$ cat src/rtl/spi_pkg.sv
// Shared types for the SPI frame receiver.
// FSM states, SPI mode encodings and counter sizing.
package spi_pkg;

    typedef enum logic [2:0] {
        IDLE,
        SETUP,
        XFER,
        HOLD,
        GAP
    } spi_state_e;

    // {CPOL, CPHA}
    localparam logic [1:0] SPI_MODE0 = 2'b00;
    localparam logic [1:0] SPI_MODE1 = 2'b01;
    localparam logic [1:0] SPI_MODE2 = 2'b10;
    localparam logic [1:0] SPI_MODE3 = 2'b11;

    // Bits needed for a counter running 0..n-1.
    function automatic int cnt_w(input int n);
        return (n < 2) ? 1 : $clog2(n);
    endfunction

endpackage

$ cat src/rtl/spi_frame_rx_if.sv
// Pin and frame bundle of the SPI frame receiver.
// master: receiver side; slave: sensor and frame consumer side.
interface spi_frame_rx_if #(
    parameter int FRAME_BITS = 40
);
    logic                  start;
    logic                  cont;
    logic                  miso;
    logic                  sclk;
    logic                  ss_n;
    logic [FRAME_BITS-1:0] dout;
    logic                  dout_valid;
    logic                  busy;

    modport master (
        input  start, cont, miso,
        output sclk, ss_n, dout, dout_valid, busy
    );

    modport slave (
        output start, cont, miso,
        input  sclk, ss_n, dout, dout_valid, busy
    );
endinterface

$ cat src/rtl/spi_sclk_gen.sv
// SCLK generator: half-period counter, registered sclk,
// leading/trailing edge strobes in the cycle before sclk toggles.
module spi_sclk_gen
    import spi_pkg::*;
#(
    parameter int CLK_DIV  = 50,
    parameter bit IDLE_LVL = 1'b0
) (
    input  logic clk,
    input  logic rst,
    input  logic en,
    output logic sclk,
    output logic lead,
    output logic trail
);
    localparam int HW = cnt_w(CLK_DIV);
    localparam logic [HW-1:0] HALF_LAST = HW'(CLK_DIV - 1);

    logic [HW-1:0] hcnt_q;
    logic          sclk_q;
    logic          tick;

    assign tick  = en && (hcnt_q == HALF_LAST);
    assign lead  = tick && (sclk_q == IDLE_LVL);
    assign trail = tick && (sclk_q != IDLE_LVL);
    assign sclk  = sclk_q;

    always_ff @(posedge clk) begin
        if (rst || !en) begin
            hcnt_q <= '0;
            sclk_q <= IDLE_LVL;
        end else if (tick) begin
            hcnt_q <= '0;
            sclk_q <= ~sclk_q;
        end else begin
            hcnt_q <= hcnt_q + 1'b1;
        end
    end
endmodule

$ cat src/rtl/spi_frame_rx.sv
// SPI master receiver: clocks in one MSB-first frame per transfer
// and publishes it on dout with a single-cycle valid strobe.
module spi_frame_rx
    import spi_pkg::*;
#(
    parameter int FRAME_BITS = 40,
    parameter int CLK_DIV    = 50,
    parameter bit CPOL       = 1'b0,
    parameter bit CPHA       = 1'b0,
    parameter int GAP_CYCLES = 100
) (
    input logic            clk,
    input logic            rst,
    spi_frame_rx_if.master bus
);
    localparam int CMAX = (CLK_DIV > GAP_CYCLES) ? CLK_DIV : GAP_CYCLES;
    localparam int CW   = cnt_w(CMAX);
    localparam int BW   = $clog2(FRAME_BITS + 1);
    localparam logic [CW-1:0] DIV_LAST = CW'(CLK_DIV - 1);
    localparam logic [CW-1:0] GAP_LAST = CW'(GAP_CYCLES - 1);
    localparam logic [BW-1:0] BIT_LAST = BW'(FRAME_BITS);
    localparam logic [1:0]    MODE     = {CPOL, CPHA};
    localparam bit IDLE_LVL = (MODE == SPI_MODE2) || (MODE == SPI_MODE3);
    localparam bit ON_TRAIL = (MODE == SPI_MODE1) || (MODE == SPI_MODE3);

    spi_state_e            state_q, state_d;
    logic [CW-1:0]         cyc_q, cyc_d;
    logic [BW-1:0]         bit_q, bit_d;
    logic [FRAME_BITS-1:0] sh_q, sh_d;
    logic [FRAME_BITS-1:0] dout_q, dout_d;
    logic                  ss_n_q, ss_n_d;
    logic                  valid_q, valid_d;
    logic                  lead, trail, sample;

    spi_sclk_gen #(
        .CLK_DIV  (CLK_DIV),
        .IDLE_LVL (IDLE_LVL)
    ) u_sclk (
        .clk   (clk),
        .rst   (rst),
        .en    (state_q == XFER),
        .sclk  (bus.sclk),
        .lead  (lead),
        .trail (trail)
    );

    assign sample = ON_TRAIL ? trail : lead;

    always_comb begin
        state_d = state_q;
        cyc_d   = cyc_q;
        bit_d   = bit_q;
        sh_d    = sh_q;
        dout_d  = dout_q;
        ss_n_d  = ss_n_q;
        valid_d = 1'b0;
        unique case (state_q)
            IDLE: begin
                ss_n_d = 1'b1;
                if (bus.start || bus.cont) begin
                    state_d = SETUP;
                    ss_n_d  = 1'b0;
                    cyc_d   = '0;
                    bit_d   = '0;
                end
            end
            SETUP: begin
                if (cyc_q == DIV_LAST) begin
                    state_d = XFER;
                    cyc_d   = '0;
                end else begin
                    cyc_d = cyc_q + 1'b1;
                end
            end
            XFER: begin
                if (sample) begin
                    sh_d  = (sh_q << 1) | FRAME_BITS'(bus.miso);
                    bit_d = bit_q + 1'b1;
                end
                // The final edge is always a trailing one.
                if (trail && (bit_d == BIT_LAST)) begin
                    state_d = HOLD;
                    cyc_d   = '0;
                end
            end
            HOLD: begin
                if (cyc_q == DIV_LAST) begin
                    state_d = GAP;
                    cyc_d   = '0;
                    ss_n_d  = 1'b1;
                    dout_d  = sh_q;
                    valid_d = 1'b1;
                end else begin
                    cyc_d = cyc_q + 1'b1;
                end
            end
            GAP: begin
                if (cyc_q == GAP_LAST) begin
                    cyc_d = '0;
                    if (bus.cont) begin
                        state_d = SETUP;
                        ss_n_d  = 1'b0;
                        bit_d   = '0;
                    end else begin
                        state_d = IDLE;
                    end
                end else begin
                    cyc_d = cyc_q + 1'b1;
                end
            end
            default: state_d = IDLE;
        endcase
    end

    always_ff @(posedge clk) begin
        if (rst) begin
            state_q <= IDLE;
            cyc_q   <= '0;
            bit_q   <= '0;
            sh_q    <= '0;
            dout_q  <= '0;
            ss_n_q  <= 1'b1;
            valid_q <= 1'b0;
        end else begin
            state_q <= state_d;
            cyc_q   <= cyc_d;
            bit_q   <= bit_d;
            sh_q    <= sh_d;
            dout_q  <= dout_d;
            ss_n_q  <= ss_n_d;
            valid_q <= valid_d;
        end
    end

    assign bus.ss_n       = ss_n_q;
    assign bus.dout       = dout_q;
    assign bus.dout_valid = valid_q;
    assign bus.busy       = (state_q != IDLE);
endmodule

$ cat src/flat_wrapper.sv
// flat-port wrapper written by rule: the top's interface ports become plain ports
module spi_frame_rx_flat import spi_pkg::*;
#(
    parameter int FRAME_BITS = 40,
    parameter int CLK_DIV    = 50,
    parameter bit CPOL       = 1'b0,
    parameter bit CPHA       = 1'b0,
    parameter int GAP_CYCLES = 100
)
  (clk, rst, bus_start, bus_cont, bus_miso, bus_sclk, bus_ss_n, bus_dout, bus_dout_valid, bus_busy);
  spi_frame_rx_if #(.FRAME_BITS(FRAME_BITS)) bus_i ();
  input logic clk;
  input logic rst;
  input wire logic [$bits(bus_i.start)-1:0] bus_start;
  input wire logic [$bits(bus_i.cont)-1:0] bus_cont;
  input wire logic [$bits(bus_i.miso)-1:0] bus_miso;
  output wire logic [$bits(bus_i.sclk)-1:0] bus_sclk;
  output wire logic [$bits(bus_i.ss_n)-1:0] bus_ss_n;
  output wire logic [$bits(bus_i.dout)-1:0] bus_dout;
  output wire logic [$bits(bus_i.dout_valid)-1:0] bus_dout_valid;
  output wire logic [$bits(bus_i.busy)-1:0] bus_busy;
  assign bus_i.start = bus_start;
  assign bus_i.cont = bus_cont;
  assign bus_i.miso = bus_miso;
  assign bus_sclk = bus_i.sclk;
  assign bus_ss_n = bus_i.ss_n;
  assign bus_dout = bus_i.dout;
  assign bus_dout_valid = bus_i.dout_valid;
  assign bus_busy = bus_i.busy;
  spi_frame_rx #(.FRAME_BITS(FRAME_BITS), .CLK_DIV(CLK_DIV), .CPOL(CPOL), .CPHA(CPHA), .GAP_CYCLES(GAP_CYCLES)) u_core (.clk(clk), .rst(rst), .bus(bus_i));
endmodule
$ cat config.mk
export PLATFORM = sky130hd
export DESIGN_NAME = spi_frame_rx_flat
export DESIGN_NICKNAME = d
export VERILOG_FILES = /design/src/rtl/spi_pkg.sv /design/src/rtl/spi_frame_rx_if.sv /design/src/rtl/spi_sclk_gen.sv /design/src/rtl/spi_frame_rx.sv /design/src/flat_wrapper.sv
export SDC_FILE = /design/constraint.sdc
export NUM_CORES = 1
export LEC_CHECK = 0
export CORE_MARGIN = 2
export CORE_UTILIZATION = 52
export DETAILED_ROUTE_END_ITERATION = 16
export HOLD_SLACK_MARGIN = 0.1
export PLACE_DENSITY = 0.75
export SETUP_SLACK_MARGIN = 0.3
export SKIP_CTS_REPAIR_TIMING = 1
export SYNTH_ARGS = -nofsm -noshare
export SYNTH_HDL_FRONTEND = slang
export SYNTH_SLANG_ARGS = --single-unit
$ cat constraint.sdc
create_clock -name clk -period 2.5 [get_ports clk]
set_clock_uncertainty 0.15 [all_clocks]
set_input_delay 0.5 -clock clk [delete_from_list [all_inputs] [get_ports clk]]
set_output_delay 0.5 -clock clk [all_outputs]
set_load 0.005 [all_outputs]
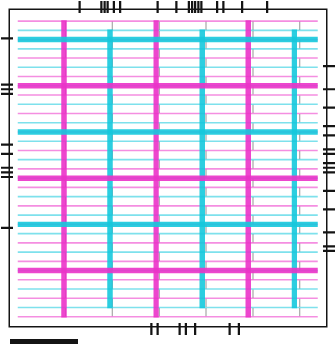
Fig. 1. Power grid.
Bar = 20 microns. Pins as bars on the die edge. Tap cells in gray.
- VSS: magenta
- VDD: cyan
- tap cells: 102
- rows: 32
core area: 7690 sq um
die width: 93.0 microns
Die Ht: 93.0 microns

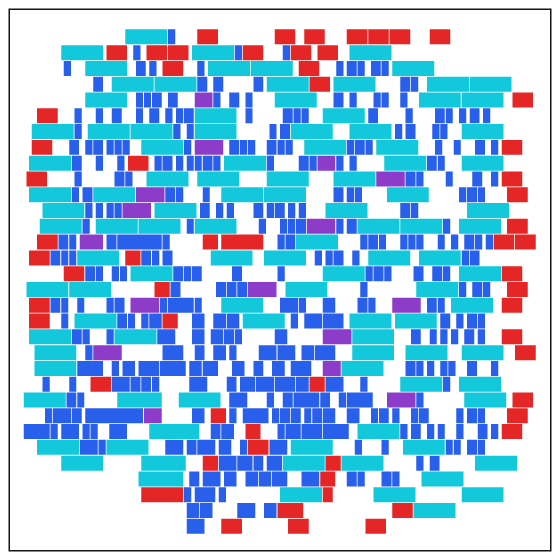
Fig. 2. Placement by cell class.
- remaining buffers and delay cells: red (cells 60)
- remaining logic cells: blue (cells 368)
- clock drivers and dummy loads: purple (cells 16)
- sequential cells: cyan (cells 105)
flop share of the area: 43.1%
Cell Rows: 32
Final Util: 63.7%

==> impl_metrics.py <==
# Physical implementation metrics
metrics = {
    "clock_tree": {
        "cts_buffers": 9,
        "h-tree-depth": 3,
        "cts_tree": "yes",
        "clock.latency.late_pin_ns": 0.35,
        "root_buffer": "clkbuf_8",
        "clk_pin_slew_ns": 0.10,
        "clk_path_buf_depth": 2,
        "clock_sinks": 105,
    },
    "routing": {
        "vias_per_cell": 5.30,
        "wirelength_microns": 8130,
        "drt_iter0_markers": 224,
        "ant_nets": 0,
        "route.met3.wl_microns": 360,
        "top_layer_used": "met4",
        "drc": 0,
        "post_drt_wl_per_cell_microns": 12.5,
        "vias": 3450,
        "first_pass_iters": 4,
        "wl_met2_microns": 4010,
        "met1_length_microns": 3690,
    },
    "yosys": {
        "yosysWarnings": 0,
        "edf_count": 0,
        "top_cells_by_count": "170 x nand2_1, 105 x dfxtp_1, 88 x a21oi_1",
        "synth.distinct_cells": 47,
        "syn_area_sq_um": 4120,
        "yosysMostFrequentCell": "nand2_1",
        "ys_sh_simple_pct": 25.4,
        "ys_async_sr_fraction_pct": 0,
        "netlist.area_leader.share_pct": 51.0,
        "synth_flops": 105,
        "adder_share_pct": 1.52,
        "ys_sh_xor_pct": 1.28,
        "fp_nets": 516,
        "top_logic_kind": "simple AND/OR/NAND/NOR gates",
        "ys_top_cells_by_area": "dfxtp_1 51%, nand2_1 15%, a21oi_1 11%",
        "top_area_cell": "dfxtp_1",
        "synth.cellmix.compoundShare_pct": 16.0,
        "synth_area_per_cell_sq_um": 8.15,
        "ys_sh_mux_pct": 0,
        "ys_area_sq_um": 4120,
        "synthCells": 506,
        "synthFlopType": "dfxtp_1",
        "ys_seq_share_pct": 51.0,
        "ys_cells": 506,
    },
    "floorplanning": {
        "die_area_sq_um": 8650,
        "tap_cells": 102,
        "initial_utilization_pct": 53.6,
        "ios": 49,
    },
    "power_and_ir_drop": {
        "p_comb_share_pct": 3.6,
        "p_sw_uw": 636,
        "p_int_mw": 2.15,
        "p_per_area_nw_per_um2": 569,
        "clk-power_uw": 995,
        "seq_power_share_pct": 60.7,
        "pwr-share-clk_pct": 35.7,
        "power_leader": "sequential cells",
        "p_seq_mw": 1.69,
        "power_mw": 2.79,
        "ir_worst_vdd_v": 0.000468,
        "pg_comb_uw": 101,
        "p_leak_nw": 1.58,
        "p_sw_share_pct": 22.8,
    },
    "worst_setup_path": {
        "cp.arrival_ns": 2.19,
        "worst-path-buf-inv": 0,
        "r2r-end": "u_core.cyc_q[4]$_SDFFE_PP0P_",
        "regToRegSetupSlack_ns": 0.40,
        "crit_path_cell_trace": "or4b_1, nor4_2, o211ai_1, and2_4, a221o_1",
        "end_kind": "register",
        "rr_worst_depth": 5,
        "cp.depth": 5,
        "cp-start-kind": "register",
        "crit_path_max_incr_delay_ns": 0.47,
        "crit_required_ns": 2.59,
        "cp_max_fo": 7,
        "rr_startpoint": "u_core.u_sclk.sclk$_SDFFE_PP0N_",
        "slowest_stage": "or4b_1",
        "path_class": "register to register",
        "crit_path_end": "u_core.cyc_q[4]$_SDFFE_PP0P_",
        "critPathLaunch": "u_core.u_sclk.sclk$_SDFFE_PP0N_",
        "cp_top_family": "simple AND/OR/NAND/NOR gates",
    },
    "global_route": {
        "grt_overflow": 0,
        "grt_max_degree": 50,
        "grt_antenna_before_repair": 0,
        "grt_use_met1_pct": 22.8,
        "busiest_layer": "met2",
        "met3_usage_pct": 4.67,
        "grt_pass1_vias": 3187,
        "grt_pass1_wl_microns": 13700,
        "grt_use_total_pct": 19.3,
        "met2_usage_pct": 34.5,
    },
    "final_layout": {
        "largest_class": "registers",
        "diodes": 0,
        "comb_area_sq_um": 1850,
        "register_area_sq_um": 2110,
        "clock_buffers": 11,
        "clock_area_share_pct": 4.03,
        "area_growth_pct": 18.9,
        "inverters": 7,
        "signal_buffers": 60,
        "fillCellCount": 703,
        "bufAreaShareNonClock_pct": 12.1,
        "ff_count": 105,
        "sh_comb_area_pct": 37.7,
        "fin_area_sq_um": 4900,
        "nMultiInputCombCells": 361,
        "drive_above_1_share_pct": 8.74,
        "fin_nets": 554,
        "stdcell_count": 651,
    },
    "timing": {
        "rsz0062_at_grt": "true",
        "finalHoldViolCount": 0,
        "whs_ns": 0.308,
        "fin_crit_ns": 2.10,
        "slew_headroom_pct": 66.6,
        "setup_viol": 0,
        "timing.final.ws_setup_ns": 0.399,
        "tns_ns": 0,
        "slew_violations": 0,
        "max_freq_mhz": 476,
        "period_used_pct": 84.0,
        "tightestPinTransition_ns": 0.500,
    },
    "min_path": {
        "hold_depth": 2,
        "min_from": "u_core.sh_q[39]$_SDFFE_PP0P_",
        "hold_path_end": "u_core.sh_q[39]$_SDFFE_PP0P_",
        "hp-class": "register to register",
    },
    "place": {
        "dp_hpwl_microns": 5280,
        "placed_cell_area_sq_um": 4670,
        "place.gp.congestion": 0.857,
        "io_buffers": 48,
        "dpl_worst_slack_ns": 0.141,
        "dp_cells": 634,
    },
    "outcome": {
        "outcome": "finished, final reports clean",
    },
    "flow_run": {
        "warnings": 29,
        "maxCapViolCount": 0,
    },
}
sequential cells by signal, indices dropped and copies added (netlist names):
register               cells
u_core.bus.dout           40
u_core.bus.ss_n            1
u_core.state_q             3
u_core.u_sclk.hcnt_q       6
u_core.bit_q               6
u_core.u_sclk.sclk         1
u_core.sh_q               40
u_core.cyc_q               7
u_core.bus.dout_valid      1
layout by cell type (no fill, tap or decap), types with 3 or more instances in the layout:
cell type	n
a21oi_1	88
and2_1	4
or2_2	3
o21ai_0	3
xor2_1	4
a31oi_1	5
clkinv_4	3
nor2_1	14
dfxtp_1	101
clkdlybuf4s50_1	46
ha_1	5
a311oi_1	3
a221o_1	3
buf_4	10
nor3_1	4
nand2b_1	3
clkbuf_8	11
inv_1	7
and3_1	4
nand2_1	170
dfxtp_2	3
nand3_1	9
Power figures rest on the tool's default switching activity, not on a simulated workload.
